Port wiring:
The bar under the picture is 20 µm long.
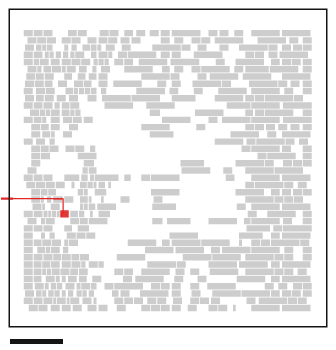
Signal wires on met2:
The bar under the picture is 20 µm long.
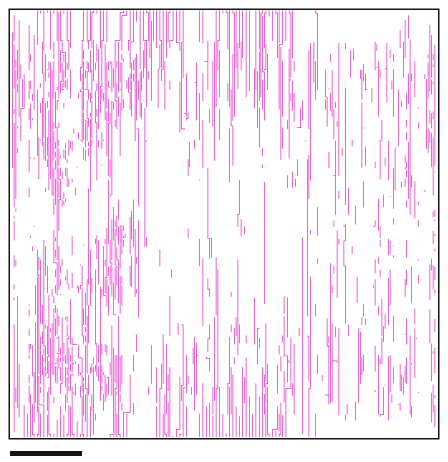
Placement view:
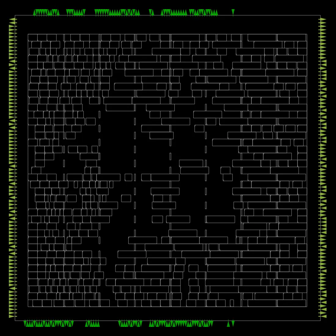
Sequential cells colored by netlist name:
Other sequential cells in the stronger gray, the rest of the logic in the fainter gray.
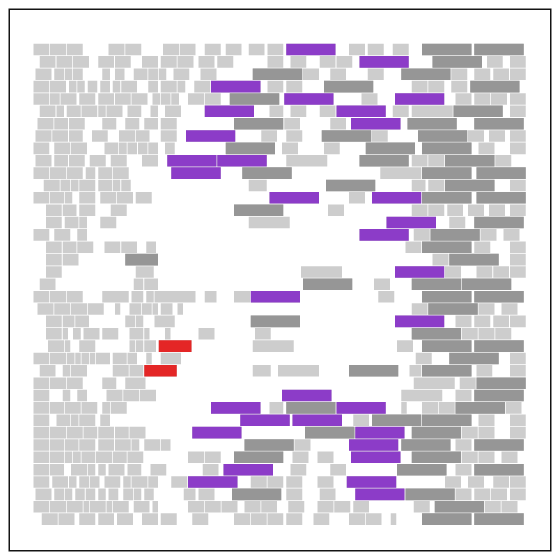
==> config.mk <==
export PLATFORM = sky130hd
export DESIGN_NAME = fetch_ctrl
export DESIGN_NICKNAME = d
export VERILOG_FILES = /design/src/rtl/fetch_ctrl.sv
export SDC_FILE = /design/constraint.sdc
export NUM_CORES = 1
export LEC_CHECK = 0
export CORE_MARGIN = 5
export CORE_UTILIZATION = 35
export CTS_CLUSTER_SIZE = 10
export DETAILED_ROUTE_END_ITERATION = 8
export PLACE_DENSITY = 0.89
export SYNTH_ARGS = -nofsm -noshare
export SYNTH_HDL_FRONTEND = slang
export SYNTH_SLANG_ARGS = --single-unit
==> constraint.sdc <==
create_clock -name clk -period 12.2 [get_ports clk]
set_input_delay 1.83 -clock clk [delete_from_list [all_inputs] [get_ports clk]]
set_output_delay 1.83 -clock clk [all_outputs]
set_load 0.02 [all_outputs]
==> src/rtl/fetch_ctrl.sv <==
// Instruction-fetch sequencer: drives PC stall/jump controls, issues one fetch at a
// time, buffers one instruction for decode and squashes fetches overtaken by a redirect.
module fetch_ctrl (
    input  logic        clk,
    input  logic        rst,
    input  logic [31:0] pc_cur,
    output logic        pc_stall,
    output logic        pc_jmp,
    output logic        pc_rel,
    output logic [31:0] pc_nxt,
    output logic        imem_req,
    output logic [31:0] imem_addr,
    input  logic        imem_gnt,
    input  logic        imem_rvalid,
    input  logic [31:0] imem_rdata,
    output logic        if_valid,
    output logic [31:0] if_instr,
    output logic [31:0] if_pc,
    input  logic        if_ready,
    input  logic        trap,
    input  logic [31:0] trap_vec,
    input  logic        jalr,
    input  logic [31:0] jalr_tgt,
    input  logic        br_taken,
    input  logic [31:0] br_tgt,
    output logic        misalign
);

    typedef enum logic [1:0] {IDLE, REQ, WAIT, HOLD} state_t;

    state_t      state_reg, state_next;
    logic        kill_reg, kill_next;
    logic [31:0] fpc_reg, fpc_next;
    logic [31:0] ibuf_reg, ibuf_next;
    logic [31:0] ipc_reg, ipc_next;

    logic        redir;
    logic        grant;
    logic [31:0] sel_tgt;

    // Redirect arbitration: trap outranks jalr, which outranks a taken branch.
    always_comb begin
        redir   = 1'b0;
        sel_tgt = 32'd0;
        if (!rst) begin
            if (trap) begin
                redir   = 1'b1;
                sel_tgt = trap_vec;
            end else if (jalr) begin
                redir   = 1'b1;
                sel_tgt = jalr_tgt;
            end else if (br_taken) begin
                redir   = 1'b1;
                sel_tgt = br_tgt;
            end
        end
    end

    assign pc_nxt    = {sel_tgt[31:2], 2'b00};
    assign misalign  = redir & (sel_tgt[1:0] != 2'b00);
    assign pc_rel    = 1'b0;
    assign imem_addr = pc_cur;
    assign imem_req  = ~rst & (state_reg == REQ);
    assign grant     = imem_req & imem_gnt;
    assign pc_jmp    = redir;
    assign pc_stall  = ~(grant | redir);
    // A redirect squashes the buffered (younger) instruction in the same cycle.
    assign if_valid  = ~rst & (state_reg == HOLD) & ~redir;
    assign if_instr  = ibuf_reg;
    assign if_pc     = ipc_reg;

    always_comb begin
        state_next = state_reg;
        kill_next  = kill_reg;
        fpc_next   = fpc_reg;
        ibuf_next  = ibuf_reg;
        ipc_next   = ipc_reg;
        case (state_reg)
            IDLE: state_next = REQ;
            REQ: begin
                if (grant) begin
                    fpc_next   = pc_cur;
                    kill_next  = redir;
                    state_next = WAIT;
                end
            end
            WAIT: begin
                if (imem_rvalid) begin
                    if (kill_reg || redir) begin
                        kill_next  = 1'b0;
                        state_next = REQ;
                    end else begin
                        ibuf_next  = imem_rdata;
                        ipc_next   = fpc_reg;
                        state_next = HOLD;
                    end
                end else if (redir) begin
                    kill_next = 1'b1;
                end
            end
            HOLD: begin
                if (redir || if_ready) begin
                    state_next = REQ;
                end
            end
            default: state_next = IDLE;
        endcase
    end

    always_ff @(posedge clk) begin
        if (rst) begin
            state_reg <= IDLE;
            kill_reg  <= 1'b0;
        end else begin
            state_reg <= state_next;
            kill_reg  <= kill_next;
        end
    end

    // Datapath registers carry no reset; they are only observed once qualified by state.
    always_ff @(posedge clk) begin
        fpc_reg  <= fpc_next;
        ibuf_reg <= ibuf_next;
        ipc_reg  <= ipc_next;
    end

endmodule
==> reports/metrics.cfg <==
[final_timing]
fmax_mhz = 141.5
rsz0062_at_grt = no
relSlewSlack_pct = 17.09
tns_ns = 0
skew_ns = 0.007588
fin_crit_ns = 7.069
setup_viol = 0
worst_slew_pin_slew_ns = 1.240
final-max-slew-violation-count = 0

[logic_synthesis]
synthTopCellsByArea = edfxtp_1 70%, buf_4 7.1%, a221oi_1 6.3%
synth_cell_types = 29
avgSynthCellArea_um2 = 14.76
ys_seq_share_pct = 70.95
synth_cells = 281
edf_count = 96
synth.most_common_cell = edfxtp_1
ys_ff = 99
ys_cells = 281
syn_area_um2 = 4148
async_flop_share_pct = 0
flop_cell = edfxtp_1
synth_area_leader_cell = edfxtp_1
ys_area_um2 = 4148
top_area_share_pct = 69.50

[min_path]
worstHoldPathType = flop to flop

[critical_path]
cp-end-kind = output pin
path_max_fanout = 35
slowest_delay_ns = 1.18
required_ns = 10.37
crit_top_cell = clkdlybuf4s50_1
crit_arrival_ns = 5.24
worstSetupPathType = input pin to output pin
crit_chain = clkdlybuf4s50_1 -> nor2b_2 -> a221oi_1 -> nor3_1 -> clkdlybuf4s50_1
worstSetupStartpointType = input pin
critPathSlowestCell = nor2b_2

[detailed_routing]
dr.pass1.iters = 4
drt_iter0_drc = 177
ant_nets = 0
via_per_inst = 4.894
drc = 0
wl_per_cell_um = 19.47

[clock_network]
cts_root_buf = clkbuf_16
h-tree-depth = 3
cts_sinks = 99
insertion_delay_ns = 0.33
post_cts_buffers = 0
clk_pin_slew_ns = 0.07
numCtsBuffers = 9
holdBufCountCts = 0
ctsResizeCount = 0
cts.path.max_buffers = 2
cts_tree = built

[global_routing]
use_met1_pct = 18.01
grt_util_met3_pct = 7.678
grt_overflow = 0
grt_start_max_net_pins = 65
grt_first_pass_wirelength_um = 19950
antenna_found_initial = 0
grt-busiest-layer = met2
track_usage_pct = 18.30
grt_pass1_vias = 3576

[die]
dieArea_um2 = 14130
fp.dieH_um = 118.9
coreArea_um2 = 11520
die_width_um = 118.9

[layout]
antenna_cells = 0
fin_nets = 712
synthToLayoutAreaGrowth_pct = 75.60

[power_and_ir_drop]
power_density_nw_per_um2 = 110.4
leakagePower_nw = 2.475
finalPower_uw = 804.1
vdd_ir_drop_max_v = 0.00007141

[status]
status = finished clean

[placement]
hpwl_um = 10830
routabilityCongestion = 0.8641

[flow_run]
max_cap_viol_count = 0

## Picture notes: 'port wiring'
legend:
  misalign:
    color: red
    bits: 1
    direction: output
    edge: left
    end_cells: 1
    buffers: 1
    wire: 29.9 µm
IO Pins: 302
IO Port Bufs: 298

## Picture notes: 'signal wires on met2'
wire length on this layer: 6990 µm
nets with wire on the layer: 653
main direction: vertical
longest straight run: 54.4 µm
final WL: 13420 µm
met2 usage: 33.43%
via count: 3372

## Picture notes: 'placement view'
num tapcells: 143
fin cells: 689
Row Count: 39
fillcell total: 844
Seq area share: 40.41%

## Picture notes: 'sequential cells colored by netlist name'
legend:
  fpc_reg:
    color: purple
    sequential_cells: 32
  state_reg:
    color: red
    sequential_cells: 2
P_seq: 386 µW
FF/Latch Area: 2943 µm²
Core Util, Final: 63.24%

[power by group]
group	total [mW]	switching, mW	internal, mW
Sequential	0.386	0.00333	0.383
Combinational	0.151	0.0641	0.0871
Clock	0.266	0.124	0.142
[layer usage]
metal | wire [µm] | vias up | share of wire (%)
li1 | - | 1563 | -
met1 | 4580 | 1559 | 34
met2 | 6992 | 224 | 52
met3 | 1402 | 26 | 10
met4 | 443 | 0 | 3.3
met5 | 0 | - | 0
[final timing paths]
check | start | endpoint | slack [ns] | cells after the start
worst max-delay path | jalr | pc_nxt[26] | 5.13 | 5
worst min-delay path | fpc_reg[23]$_DFFE_PP_ | if_pc[23]$_DFFE_PP_ | 0.42 | 0
worst max register to register | state_reg[1]$_SDFFE_PP0P_ | fpc_reg[15]$_DFFE_PP_ | 10.15 | 4
worst min register to register | fpc_reg[23]$_DFFE_PP_ | if_pc[23]$_DFFE_PP_ | 0.42 | 0
[cells in the final DEF, fill, tap and decap left out]
cell type,Yosys,final
conb_1,1,3
mux2_2,1,1
a21oi_1,5,5
ha_1,3,3
nor2b_1,33,32
nor2b_2,0,1
edfxtp_1,96,96
nor3_4,1,1
and2_2,0,1
nor3_1,30,30
a211o_1,1,1
buf_2,2,1
nor4bb_4,0,1
nor2_1,7,7
a21o_1,1,1
buf_4,39,2
clkdlybuf4s50_1,0,297
clkinvlp_4,0,1
and3b_1,1,1
o41ai_1,1,1
clkinv_4,0,2
clkinv_1,0,1
a211oi_1,2,2
nand3b_1,1,1
inv_1,3,3
a221oi_1,30,30
o21ai_1,1,1
a2111oi_0,1,1
clkbuf_16,0,9
inv_6,0,1
nand2b_1,1,1
inv_8,0,2
a31oi_1,1,1
nand2_1,2,2
dfxtp_1,3,3
[layout make-up]
class / instances / area, µm²
fill: 844 / 4233
timing repair buffer: 300 / 2993
sequential: 99 / 2943
multi-input combinational: 128 / 872.1
clock buffer: 9 / 225.2
tap: 143 / 178.9
clock inverter: 7 / 60.06
inverter: 3 / 11.26
[worst max-delay path, delay by kind of cell]
family	cells	cell delay (ns)
simple gates	2	1.42
compound gates	1	0.27
buf+inv	2	1.71
[cells by family after synthesis]
kind of cell             share of synthesized area [%]
multiplexers                                    0.2715
flip-flops                                       70.95
adder cells (fa/ha/maj)                         0.9051
other                                          0.09041
buffers and inverters                            8.658
AND-OR/OR-AND                                    8.386
AND/OR/NAND/NOR                                  10.74
[through the flow]
stage               hold slack (ns)  cell area (µm²)  util, %  setup slack (ns)  cells
floorplan                    0.4003             4155        -             2.932    283
global placement             0.4001             6998    60.77             5.342    673
finish                       0.4177             7283    63.24             5.131    689
global route                 0.4262             7283    63.24             4.897    689
CTS                          0.4188             7283    63.24             5.203    689
detailed placement           0.4045             6998    60.77             5.213    673
Power is estimated from default activity; no workload was simulated.
